### src/rtl/alu_pkg.sv
// ============================================================================
// Module : alu_pkg
// Brief  : Shared opcodes and default width for the ALU datapath slices.
// Rev    : 1.0
// ============================================================================
`default_nettype none

package alu_pkg;
  localparam logic OP_ADD = 1'b0;
  localparam logic OP_SUB = 1'b1;
  localparam int   ALU_W  = 8;
endpackage

`default_nettype wire

### src/rtl/add_sub_cell.sv
// ============================================================================
// Module : add_sub_cell
// Brief  : 1-bit combinational full adder / full subtractor cell.
// Rev    : 1.0
// ============================================================================
`default_nettype none

module add_sub_cell
  import alu_pkg::*;
(
  input  logic op,
  input  logic x,
  input  logic y,
  input  logic ci,
  output logic co,
  output logic s
);

  logic w_x_eff;

  // Borrow majority is the carry majority with the minuend bit inverted.
  assign w_x_eff = (op == OP_SUB) ? ~x : x;
  assign s       = x ^ y ^ ci;
  assign co      = (w_x_eff & y) | (w_x_eff & ci) | (y & ci);

endmodule

`default_nettype wire

### src/rtl/add_sub_slice.sv
// ============================================================================
// Module : add_sub_slice
// Brief  : Registered W-bit ripple add/subtract unit with carry and status flags.
// Rev    : 1.0
// ============================================================================
`default_nettype none

module add_sub_slice
  import alu_pkg::*;
#(
  parameter int W = ALU_W
) (
  input  logic         clk,
  input  logic         rst_n,
  input  logic         in_valid,
  input  logic         op,
  input  logic [W-1:0] a,
  input  logic [W-1:0] b,
  input  logic         cin,
  output logic         out_valid,
  output logic [W-1:0] result,
  output logic         cout,
  output logic         ovf,
  output logic         zero
);

  logic [W:0]   w_c;
  logic [W-1:0] w_sum;
  logic         w_b_msb_eff;
  logic         w_ovf;

  logic         r_out_valid;
  logic [W-1:0] r_result;
  logic         r_cout;
  logic         r_ovf;
  logic         r_zero;

  assign w_c[0] = cin;

  for (genvar i = 0; i < W; i++) begin : g_cell
    add_sub_cell u_cell (
      .op (op),
      .x  (a[i]),
      .y  (b[i]),
      .ci (w_c[i]),
      .co (w_c[i+1]),
      .s  (w_sum[i])
    );
  end

  // Subtract overflows when operand signs differ, add when they match.
  assign w_b_msb_eff = (op == OP_SUB) ? ~b[W-1] : b[W-1];
  assign w_ovf       = (a[W-1] == w_b_msb_eff) && (w_sum[W-1] != a[W-1]);

  always_ff @(posedge clk or negedge rst_n) begin
    if (!rst_n) begin
      r_out_valid <= 1'b0;
      r_result    <= '0;
      r_cout      <= 1'b0;
      r_ovf       <= 1'b0;
      r_zero      <= 1'b0;
    end else begin
      r_out_valid <= in_valid;
      if (in_valid) begin
        r_result <= w_sum;
        r_cout   <= w_c[W];
        r_ovf    <= w_ovf;
        r_zero   <= (w_sum == '0);
      end
    end
  end

  assign out_valid = r_out_valid;
  assign result    = r_result;
  assign cout      = r_cout;
  assign ovf       = r_ovf;
  assign zero      = r_zero;

endmodule

`default_nettype wire

### config.mk
export PLATFORM = sky130hd
export DESIGN_NAME = add_sub_slice
export DESIGN_NICKNAME = d
export VERILOG_FILES = /design/src/rtl/alu_pkg.sv /design/src/rtl/add_sub_cell.sv /design/src/rtl/add_sub_slice.sv
export SDC_FILE = /design/constraint.sdc
export NUM_CORES = 1
export LEC_CHECK = 0
export CORE_ASPECT_RATIO = 0.7
export CORE_MARGIN = 4
export CORE_UTILIZATION = 49
export DETAILED_ROUTE_END_ITERATION = 8
export PLACE_DENSITY = 0.92
export RECOVER_POWER = 100
export SLEW_MARGIN = 20
export SYNTH_ARGS = -nofsm -noshare
export SYNTH_HDL_FRONTEND = slang
export SYNTH_SLANG_ARGS = --single-unit
export TNS_END_PERCENT = 5
### constraint.sdc
create_clock -name clk -period 0.87 [get_ports clk]
set_input_delay 0.174 -clock clk [delete_from_list [all_inputs] [get_ports clk]]
set_output_delay 0.174 -clock clk [all_outputs]
set_load 0.02 [all_outputs]
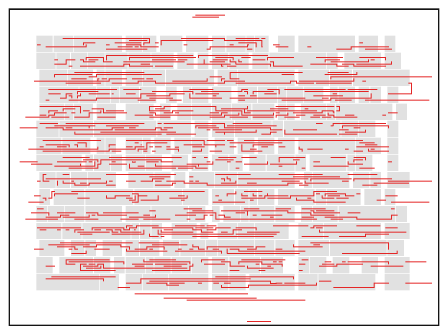
*Met1 routing, run 1*
Cells faint in the background.
wire length on this layer: 2250 um
longest straight run: 21.2 um
main direction: horizontal
share of all routed wire: 37%
nets with wire on the layer: 227

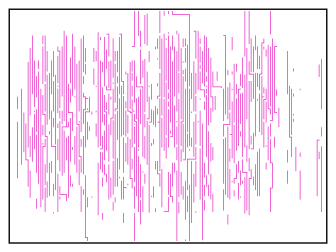
*Met2 routing, run 1*
main direction: vertical
nets with wire on the layer: 241
longest straight run: 25.5 um
share of all routed wire: 45%
total length of routed wires: 6100 um
met2 usage: 0.496
Via Count: 1731

==> reports/metrics.csv, run 1 <==
metric;value;unit
status;complete, but fails checks;
violations;setup timing;
drv_cap;0;
drt-met1-wl;2250;um
synthToLayoutAreaGrowth;79.6;%
place_hpwl;3330;um
internal_power;1.82;mW
ys_top_logic_family;AND-OR/OR-AND gates;
maxUsedRoutingLayer;met4;
mux_share;0.0540;
fp_nets;170;
numPortBuffers;32;
rsz0062_at_grt;yes;
finalSetupViolCount;23;
worstSetupPathType;in2reg;
hold_viol;0;
clk_latency;0.29;ns
dp.cells;247;
max_freq;445;MHz
sh_seq_area;0.134;
path_depth;9;
crit_path_top_delay_cell;clkdlybuf4s50_1;
ys_sh_xor;0.168;
yosys-stat-area;1250;sq um
edf_count;0;
yosysMostFrequentCell;xnor2_1;
final_common_cell;buf_4;
ff2ff_path_depth;2;
setup_ws;-1.38;ns
endpoint;zero;
synth_top_cell_by_area;dfrtp_1;
synthTopCellsByArea;dfrtp_1 (24%), xnor2_1 (14%), mux2_2 (5.4%), a31oi_1 (3.0%), nand2_1 (3.0%);
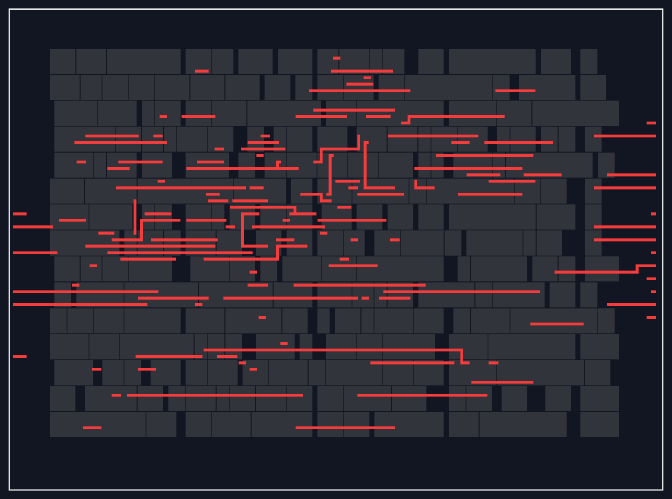
*Met3 routing, run 1*
Cells faint in the background.
share of all routed wire: 9.5%
wire length on this layer: 579 um
nets with wire on the layer: 78

==> run 2, diff against run 1 <==
==> constraint.sdc (replaced) <==
create_clock -name clk -period 0.87 [get_ports clk]
set_input_delay 0.174 -clock clk [delete_from_list [all_inputs] [get_ports clk]]
set_output_delay 0.174 -clock clk [all_outputs]
set_load 0.1 [all_outputs]
==> run 2 against run 1 <==
  * The flow now stops in 5_1_grt
  * Synthesized cell count stayed put
  * Synthesized area unchanged
==> reports/metrics.csv, run 2 <==
metric;value;unit
top_cell_area_share;0.240;
ys_sh_adder;0.0240;
yosysMostFrequentCell;xnor2_1;
yosys-stat-area;1250;sq um
lastStage;5_1_grt;
ys_cells;149;
endpoint_type;register input;
clockBufferDepth;2;
mux_share;0.0540;
edf_count;0;
status;stopped before the end;
ys_seq_frac;0.240;
synthTopCellsByArea;dfrtp_1 (24%), xnor2_1 (14%), mux2_2 (5.4%), a31oi_1 (3.0%), nand2_1 (3.0%);
worst_endpoint;result[7]$_DFFE_PN0P_/D;
ys_async_sr_fraction;1.00;
die_y;50.3;um
numCtsBuffers;3;
initCoreUtil;0.513;
synth.avg_cell_area;8.40;sq um
numPortBuffers;32;
flop_cell;dfrtp_1;
dieWidth;68.4;um
ys_sh_xor;0.168;
netlist_area;1250;sq um
ys_types;49;
synthTopCellsByCount;xnor2_1 (20), dfrtp_1 (12), nand2_1 (10);
syn_inst;149;
tool.error;[ERROR DPL-0033] detailed placement checks failed during check placement.;
synth_top_cell_by_area;dfrtp_1;
place_hpwl;3300;um
post_dp_cell_area;2000;sq um
ys_ff;12;
fp_nets;170;
dp.cells;241;
ys_top_logic_family;AND-OR/OR-AND gates;
==> run 3, diff against run 2 <==
--- a/config.mk
+++ b/config.mk
@@ -5,11 +5,10 @@
 export SDC_FILE = /design/constraint.sdc
 export NUM_CORES = 1
 export LEC_CHECK = 0
-export CORE_ASPECT_RATIO = 0.7
-export CORE_MARGIN = 4
-export CORE_UTILIZATION = 49
+export CORE_AREA = 4 4 65 67
 export DETAILED_ROUTE_END_ITERATION = 8
-export PLACE_DENSITY = 0.92
+export DIE_AREA = 0 0 69 71
+export PLACE_DENSITY_LB_ADDON = 0.15
 export RECOVER_POWER = 100
 export SLEW_MARGIN = 20
 export SYNTH_ARGS = -nofsm -noshare
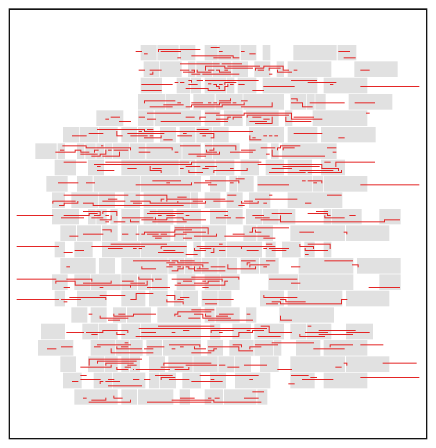
*Met1 routing, run 3*
Cells faint in the background.
share of all routed wire: 38%
longest straight run: 21.2 um
Via Count: 1487
total length of routed wires: 4190 um

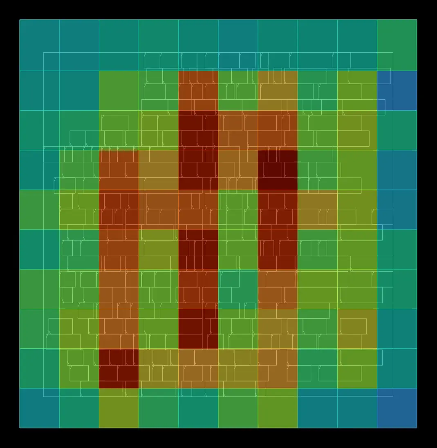
*Routing congestion, run 3*
met3 GRT Util: 0.0270
grt peak-use layer: met2
met2 usage: 0.293
GRT Overall Usage: 0.154

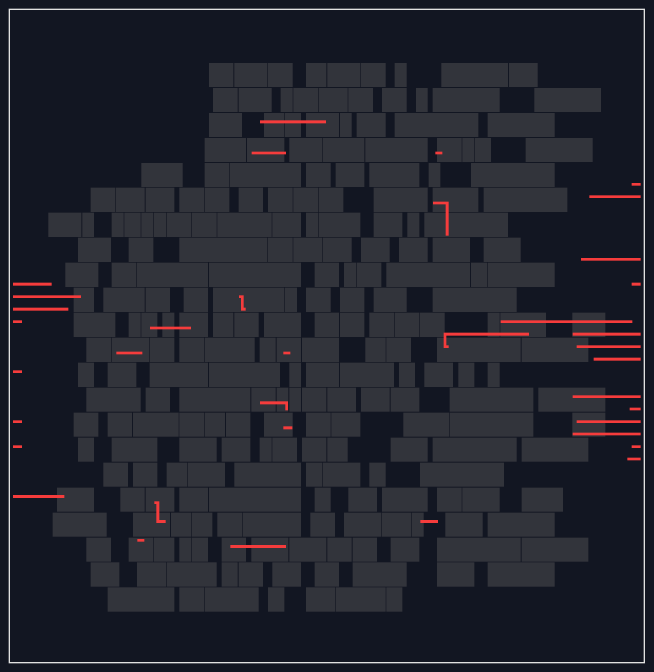
*Met3 routing, run 3*
Cells faint in the background.
share of all routed wire: 3.4%
wire length on this layer: 143 um
nets with wire on the layer: 31
longest straight run: 14.0 um

==> run 3 against run 2 <==
  * The run now ends with setup timing left
  * Synthesized cell count unchanged
  * Synthesized area unchanged
==> reports/metrics.csv, run 3 <==
metric;value;unit
ys_seq_frac;0.240;
flop_cell;dfrtp_1;
edf_count;0;
ff2ff_path_depth;1;
status;complete, but fails checks;
internal_power;2.21;mW
drt-met1-wl;1600;um
crit_path_top_delay_cell;a221oi_4;
numCtsBuffers;3;
fp_nets;170;
violations;setup timing;
drv_cap;0;
synthToLayoutAreaGrowth;103;%
synthTopCellsByArea;dfrtp_1 (24%), xnor2_1 (14%), mux2_2 (5.4%), a31oi_1 (3.0%), nand2_1 (3.0%);
dp.cells;265;
hold_viol;0;
setup_ws;-1.33;ns
yosysMostFrequentCell;xnor2_1;
synth.avg_cell_area;8.40;sq um
finalSetupViolCount;23;
netlist_area;1250;sq um
ys_ff;12;
clk_latency;0.23;ns
post_dp_cell_area;2110;sq um
mux_share;0.0540;
synth_top_cell_by_area;dfrtp_1;
endpoint;cout;
syn_inst;149;
ys_sh_adder;0.0240;
clockBufferDepth;2;
ys_top_logic_family;AND-OR/OR-AND gates;
ys_sh_xor;0.168;
maxUsedRoutingLayer;met4;
synthTopCellsByCount;xnor2_1 (20), dfrtp_1 (12), nand2_1 (10);
ys_types;49;
yosys-stat-area;1250;sq um
initCoreUtil;0.344;
top_cell_area_share;0.240;
numPortBuffers;32;
ys_cells;149;
